$ cat src/rtl/nibble_pkg.sv
// Shared definitions for the nibble receive path: widths, assembler state
// encoding and the byte reassembly rule.
package nibble_pkg;

    localparam int NIB_W  = 4;
    localparam int BYTE_W = 8;

    typedef logic [NIB_W-1:0]  nib_t;
    typedef logic [BYTE_W-1:0] byte_t;

    // Assembler states, kept as plain constants for legacy tool flows.
    localparam logic [0:0] ST_IDLE = 1'b0;  // expecting the first nibble of a byte
    localparam logic [0:0] ST_HALF = 1'b1;  // first nibble held, expecting the second

    // Rebuild a byte from its two nibbles. The transmitter swapped the nibble
    // order when swap was set, so the second nibble is then the high half.
    function automatic byte_t assemble_byte(input nib_t first_nib, input nib_t second_nib,
                                            input logic swap);
        return swap ? {second_nib, first_nib} : {first_nib, second_nib};
    endfunction

endpackage

$ cat src/rtl/byte_fifo.sv
// Small byte FIFO with registered occupancy. The head byte is presented
// combinationally from storage and forced to zero while the FIFO is empty.
module byte_fifo
    import nibble_pkg::*;
#(
    parameter int DEPTH = 4
) (
    input  logic                   clk,
    input  logic                   reset,
    input  logic                   wr_en_i,
    input  byte_t                  wr_data_i,
    input  logic                   rd_en_i,
    output byte_t                  rd_data_o,
    output logic [$clog2(DEPTH):0] level_o,
    output logic                   full_o,
    output logic                   empty_o
);

    localparam int PTR_W = $clog2(DEPTH);
    localparam int LVL_W = PTR_W + 1;
    localparam logic [LVL_W-1:0] FULL_LEVEL = LVL_W'(DEPTH);

    byte_t             mem_q [DEPTH];
    logic [PTR_W-1:0]  wr_ptr_q;
    logic [PTR_W-1:0]  rd_ptr_q;
    logic [LVL_W-1:0]  level_q;
    logic              do_wr;
    logic              do_rd;

    assign full_o  = (level_q == FULL_LEVEL);
    assign empty_o = (level_q == '0);
    assign level_o = level_q;
    assign do_wr   = wr_en_i & ~full_o;
    assign do_rd   = rd_en_i & ~empty_o;

    // Gating with empty makes the output read zero after reset without
    // having to clear the storage array.
    assign rd_data_o = empty_o ? '0 : mem_q[rd_ptr_q];

    // Storage write; data only matters once the matching level bump exposes it.
    // NOTE: the array has no reset -- stale contents are unreachable while empty.
    always_ff @(posedge clk) begin
        if (do_wr) begin
            mem_q[wr_ptr_q] <= wr_data_i;
        end
    end

    // Pointer and occupancy bookkeeping; pointers wrap naturally at DEPTH.
    // NOTE: sequential state uses non-blocking assignments so every register
    // sees pre-edge values regardless of statement order.
    always_ff @(posedge clk or posedge reset) begin
        if (reset) begin
            wr_ptr_q <= '0;
            rd_ptr_q <= '0;
            level_q  <= '0;
        end else begin
            if (do_wr) wr_ptr_q <= wr_ptr_q + PTR_W'(1);
            if (do_rd) rd_ptr_q <= rd_ptr_q + PTR_W'(1);
            case ({do_wr, do_rd})
                2'b10:   level_q <= level_q + LVL_W'(1);
                2'b01:   level_q <= level_q - LVL_W'(1);
                default: level_q <= level_q;
            endcase
        end
    end

endmodule

$ cat src/rtl/nibble_assembler.sv
// Reassembles bytes from a framed nibble stream, undoes the per-byte
// transmit-side nibble swap, flags framing errors and buffers bytes.
module nibble_assembler
    import nibble_pkg::*;
#(
    parameter int DEPTH = 4
) (
    input  logic                   clk,
    input  logic                   reset,
    input  logic [NIB_W-1:0]       nib_in,
    input  logic                   nib_valid,
    input  logic                   nib_first,
    input  logic                   swap_en,
    output logic                   nib_ready,
    output logic [BYTE_W-1:0]      out_data,
    output logic                   out_valid,
    input  logic                   out_ready,
    output logic                   err,
    input  logic                   err_clr,
    output logic [$clog2(DEPTH):0] level
);

    logic [0:0] state_q, state_d;
    nib_t       hi_q, hi_d;
    logic       swap_q, swap_d;
    logic       err_q, err_d;
    logic       err_set;
    logic       fifo_wr;
    logic       fifo_rd;
    logic       fifo_full;
    logic       fifo_empty;
    logic       accept;

    // Ready depends only on registered occupancy, never on out_ready.
    assign nib_ready = ~fifo_full;
    assign accept    = nib_valid & nib_ready;
    assign out_valid = ~fifo_empty;
    assign fifo_rd   = out_valid & out_ready;
    assign err       = err_q;

    // Next-state logic for the assembler and the sticky error flag.
    // NOTE: every always_comb output gets a default first so no path can
    // leave it unassigned and infer a latch.
    always_comb begin
        state_d = state_q;
        hi_d    = hi_q;
        swap_d  = swap_q;
        err_set = 1'b0;
        fifo_wr = 1'b0;
        if (accept) begin
            case (state_q)
                ST_IDLE: begin
                    if (nib_first) begin
                        hi_d    = nib_in;
                        swap_d  = swap_en;
                        state_d = ST_HALF;
                    end else begin
                        err_set = 1'b1;      // orphan second nibble is dropped
                    end
                end
                ST_HALF: begin
                    if (nib_first) begin
                        hi_d    = nib_in;    // restart the byte with the new nibble
                        swap_d  = swap_en;
                        err_set = 1'b1;
                    end else begin
                        fifo_wr = 1'b1;
                        state_d = ST_IDLE;
                    end
                end
                default: state_d = ST_IDLE;
            endcase
        end
        // A new error wins over a simultaneous clear.
        if (err_set)      err_d = 1'b1;
        else if (err_clr) err_d = 1'b0;
        else              err_d = err_q;
    end

    // Assembler and error registers.
    always_ff @(posedge clk or posedge reset) begin
        if (reset) begin
            state_q <= ST_IDLE;
            hi_q    <= '0;
            swap_q  <= 1'b0;
            err_q   <= 1'b0;
        end else begin
            state_q <= state_d;
            hi_q    <= hi_d;
            swap_q  <= swap_d;
            err_q   <= err_d;
        end
    end

    byte_fifo #(.DEPTH(DEPTH)) u_fifo (
        .clk       (clk),
        .reset     (reset),
        .wr_en_i   (fifo_wr),
        .wr_data_i (assemble_byte(hi_q, nib_in, swap_q)),
        .rd_en_i   (fifo_rd),
        .rd_data_o (out_data),
        .level_o   (level),
        .full_o    (fifo_full),
        .empty_o   (fifo_empty)
    );

endmodule
$ cat config.mk
export PLATFORM = sky130hd
export DESIGN_NAME = nibble_assembler
export DESIGN_NICKNAME = d
export VERILOG_FILES = /design/src/rtl/nibble_pkg.sv /design/src/rtl/byte_fifo.sv /design/src/rtl/nibble_assembler.sv
export SDC_FILE = /design/constraint.sdc
export NUM_CORES = 1
export LEC_CHECK = 0
export ABC_AREA = 1
export CAP_MARGIN = 25
export CORE_UTILIZATION = 50
export CTS_BUF_LIST = sky130_fd_sc_hd__clkbuf_2 sky130_fd_sc_hd__clkbuf_4 sky130_fd_sc_hd__clkbuf_8
export DETAILED_ROUTE_END_ITERATION = 8
export GPL_TIMING_DRIVEN = 0
export PLACE_DENSITY = 0.72
export SYNTH_ARGS = -nofsm -noshare
export SYNTH_HDL_FRONTEND = slang
export SYNTH_HIERARCHICAL = 1
export SYNTH_SLANG_ARGS = --single-unit
$ cat constraint.sdc
create_clock -name clk -period 2.6 [get_ports clk]
set_input_delay 0.26 -clock clk [delete_from_list [all_inputs] [get_ports clk]]
set_output_delay 0.26 -clock clk [all_outputs]
set_load 0.03 [all_outputs]
==> flow_summary.rst <==
Physical design figures
=======================

.. list-table::
   :header-rows: 1

   * - Metric
     - Value
   * - Status
     - complete, no violations
   * - Number of nets in the synthesized netlist
     - approximately 260
   * - Worst Setup Slack, final
     - between 200 and 250 ps
   * - Worst vdd ir
     - just under 0.7 mV
   * - HPWL reported at the end of detailed placement
     - around 2700 µm
   * - Placed instance area
     - between 0.002 and 0.003 mm²
   * - Number of cells traversed by the worst register-to-register path
     - 8
   * - Cell type with the largest total area
     - edfxtp_1
   * - Filler cell count
     - about 390
   * - Chip area from the yosys synthesis statistics
     - between 0.002 and 0.0025 mm²
   * - Inserted Diodes
     - 0
   * - Pre-placement core utilization
     - between 50% and 60%
   * - Synth Area per Inst
     - 9.32 µm²
   * - Number of enable-type register cells in the synthesized netlist
     - 32
   * - Minimum clock period after layout
     - 2390 ps
   * - Maximum clock insertion buffer count
     - 2
   * - Arrival time of data at the critical path endpoint
     - ~2100 ps
   * - Final Max Tran Viols
     - 0
   * - Flops & latches, synth
     - 46
   * - End point of the critical path
     - out_data[3]
   * - Critical Path Fanout Max
     - 10
   * - # Cells Yosys
     - between 200 and 250
   * - Clk slew on worst S/H paths
     - roughly 80 ps
   * - Cells along the critical path
     - inv_2, nand3_2, clkinv_1, a21oi_1, clkdlybuf4s50_1
   * - Source of the critical timing path
     - u_fifo/level_o[2]$_DFFE_PP0P_
   * - PostCTS Resize Cnt
     - 0
   * - Final setup violation count
     - 0
   * - Cell at the root of the clock tree
     - clkbuf_8
   * - Detailed-route DRC error count
     - 0
   * - Register share after synthesis
     - ~57%
   * - Sw Share
     - 40.0%
   * - Internal portion of total power
     - around 1.8 mW
   * - CP max-delay cell
     - clkdlybuf4s50_1
   * - Total power divided by cell area
     - between 1000 and 1500 mW/mm²
   * - Number of standard cells in the layout, taps in and fillers out
     - around 330
   * - Overflow after GRT
     - 0
   * - Number of buffers inserted by post-CTS setup repair
     - 0
   * - Most common cell in the netlist
     - nand2_1
   * - Relative max-transition margin
     - ~46%
   * - # placed instances
     - 320
   * - Hold/Removal Path Class
     - in -> async
   * - Leakage component of the power
     - 1.27 nW
   * - Chip width
     - ~70 µm
   * - Vias per cell
     - roughly 4.7
   * - Core area
     - approximately 0.0044 mm²
   * - Total wire length after detailed routing
     - 3790 µm
   * - Clock Sinks
     - approximately 46
   * - Pin count of the biggest net entering global routing
     - 14
   * - Detailed-routing iteration count for the pre-antenna-repair pass
     - 4
   * - Worst path top cell family by delay
     - buffers and inverters
   * - Clock share of power
     - between 10% and 20%
   * - Type of the worst setup path
     - reg -> out
   * - Relative area change from synthesis to final layout
     - 17.9%
   * - Worst clock skew
     - around 6.2 ps
   * - TritonCTS clock tree
     - done
   * - CTS HTree Levels
     - 2
   * - Commonest cells in the synthesized netlist
     - 62 x nand2_1, 55 x inv_1, 32 x edfxtp_1
   * - FF-to-FF Start
     - u_fifo/level_o[1]$_DFFE_PP0P_
   * - Count of port buffers added during placement
     - 23
   * - Area of the chip
     - around 0.0048 mm²
   * - CTS Buf Count
     - 5
   * - Share of Yosys cell area claimed by the top area cell type
     - 42.1%
   * - Power spent charging and discharging nets
     - about 1.2 mW
   * - Top cells by area
     - edfxtp_1 42%, dfrtp_1 15%, nand2_1 10%
   * - All-Layer GR Usage
     - about 18%
   * - Number of buffer and inverter stages on the critical path
     - 3
   * - Setup repair after global routing missed its margin
     - no
   * - Unique cell type count in the Yosys netlist
     - 23
   * - Global placement routability congestion
     - 0.737
   * - Reg-to-reg slack, setup
     - roughly 270 ps
   * - Site Rows
     - 24
   * - DP Worst Slack
     - 61.6 ps
   * - FMAX
     - 418 MHz
   * - Via count of the first global-routing pass
     - about 1400
   * - Actual transition at the worst max-transition pin
     - approximately 800 ps
   * - Antenna violations before repair
     - 0
   * - Gate count of the mapped netlist
     - 245
   * - Largest incremental delay on the critical path
     - approximately 700 ps
   * - Post-synthesis async set-or-reset flop share
     - a little under a third
   * - Levels on crit path
     - 5
   * - Post-route setup TNS
     - 0 ps
   * - Number of violations reported at the end of detailed-routing iteration 0
     - approximately 40
   * - Sequential cell fraction of total power
     - between 30% and 40%
   * - Later-pin clock latency in the skew report
     - a little under 300 ps
   * - Final standard cell utilization of the core
     - between 60% and 70%
   * - Share of the clock period used by the worst path after layout
     - between 90% and 100%
   * - Most instantiated flip-flop cell in the synthesis netlist
     - edfxtp_1
   * - Post-route design area
     - approximately 0.0027 mm²
   * - Most frequent logic cells in the routed design
     - 62 x nand2_1, 55 x inv_1, 32 x edfxtp_1
   * - Ports
     - 25
   * - Max-cap check violation count
     - 0
   * - Fraction of final layout cells sized beyond drive strength 1
     - under 10%
   * - Number of warnings the tools reported
     - 29
   * - CP Launch Type
     - register
   * - First-pass GRT wire length
     - between 6000 and 7000 µm
   * - Most frequent logic cell in the layout
     - nand2_1
   * - Hold_buf cts
     - 0
   * - Yosys warns
     - 6
   * - Netlist area before placement
     - roughly 0.0023 mm²
   * - Antenna Violating Nets Remaining
     - 0
   * - End of the worst register-to-register path
     - u_fifo/mem_q[1][0]$_DFFE_PP_
   * - Final hold vios
     - 0
   * - Die y size
     - 69.6 µm
   * - Kind of end point of the critical path
     - output port
   * - Routed vias
     - roughly 1500
   * - Data required time at the worst endpoint
     - ~2300 ps
   * - Wire per inst
     - 11.6 µm
   * - Combinational group share of total power
     - between 40 and 50%
   * - NumNets Final
     - roughly 300
state kept, by name (all words and copies together) (netlist names):
name,count
hi_q,4
u_fifo/wr_ptr_q,2
u_fifo/rd_ptr_q,2
err,1
state_q,1
u_fifo/level_o,3
u_fifo/mem_q,32
swap_q,1
power by group through the flow:
stage / clock network (mW) / registers (mW) / logic (mW)
floorplan: 0 / 1.10 / 0.993
global placement: 0 / 1.05 / 1.50
detailed placement: 0 / 1.05 / 1.52
CTS: 0.535 / 1.04 / 1.53
global route: 0.558 / 1.05 / 1.69
finish: 0.523 / 1.04 / 1.52
cells by family (layout without fill, tap and decap cells):
kind of cell	after synthesis	count (layout)	share of synthesized area, %
compound gates	19	19	4.50
xor+xnor	2	2	0.768
fa+ha+maj	7	7	4.17
buf+inv	68	99	13.1
flops	46	46	57.5
simple gates	103	103	20.0
metrics by stage:
step	power, mW	hold WS (ps)
2_1_floorplan	2.09	63.4
5_1_grt	3.30	240
3_5_place_dp	2.58	462
3_3_place_gp	2.54	455
6_report	3.08	226
4_1_cts	3.10	228
routing by layer:
metal	wire [µm]	up-vias	global-route usage (%)
met5	0	-	0
met3	105	4	3.49
li1	-	823	-
met4	41	0	5.44
met2	1880	30	31.9
met1	1770	685	20.7
area by class of cell:
class                   count  area (µm²)  share of cell area (%)
flip-flops and latches     46        1310                    48.7
multi-input cells         131         672                    25.0
inverters                  61         234                    8.69
repair buffers             23         230                    8.55
clock buffers               7        83.8                    3.11
plain buffers               7        65.1                    2.42
well taps                  52        65.1                    2.42
clock inverters             1        30.0                    1.12
worst reg2reg max path, stage by stage (launching register included):
cell     delay (ps)
dfrtp_1         390
inv_2            70
nand3_1         160
inv_1            70
inv_2           140
nand2_1          90
nor2_1          160
nand2_1         200
nor2_1          670
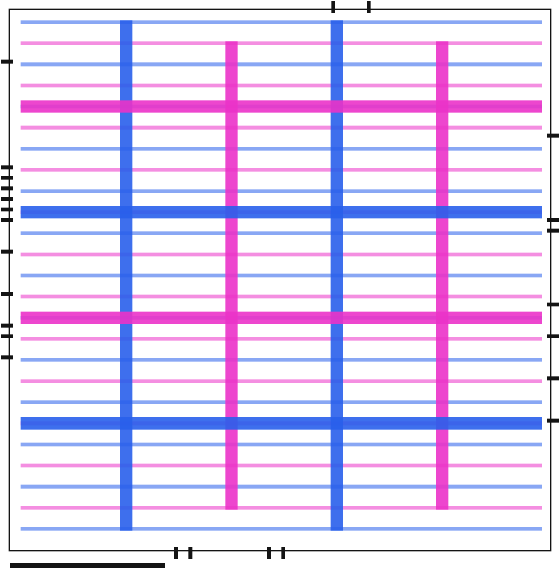
Fig. 1. Floorplan with the power grid.
Scale bar: 20 µm. Pins as bars on the die edge.
| colour | net |
|---|---|
| magenta | VDD |
| blue | VSS |
met4 straps: 4
signal pins: 25

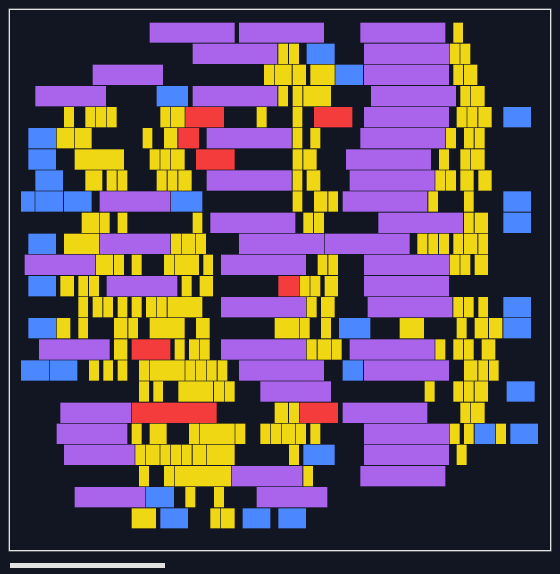
Fig. 2. Placed cells, one colour a class.
Scale bar: 20 µm.
| colour | class | cells |
|---|---|---|
| red | clock drivers and dummy loads | 8 |
| blue | other buffers and delay cells | 30 |
| yellow | all other logic | 192 |
| purple | flip-flops | 46 |

Power and IR drop assume default switching activity.
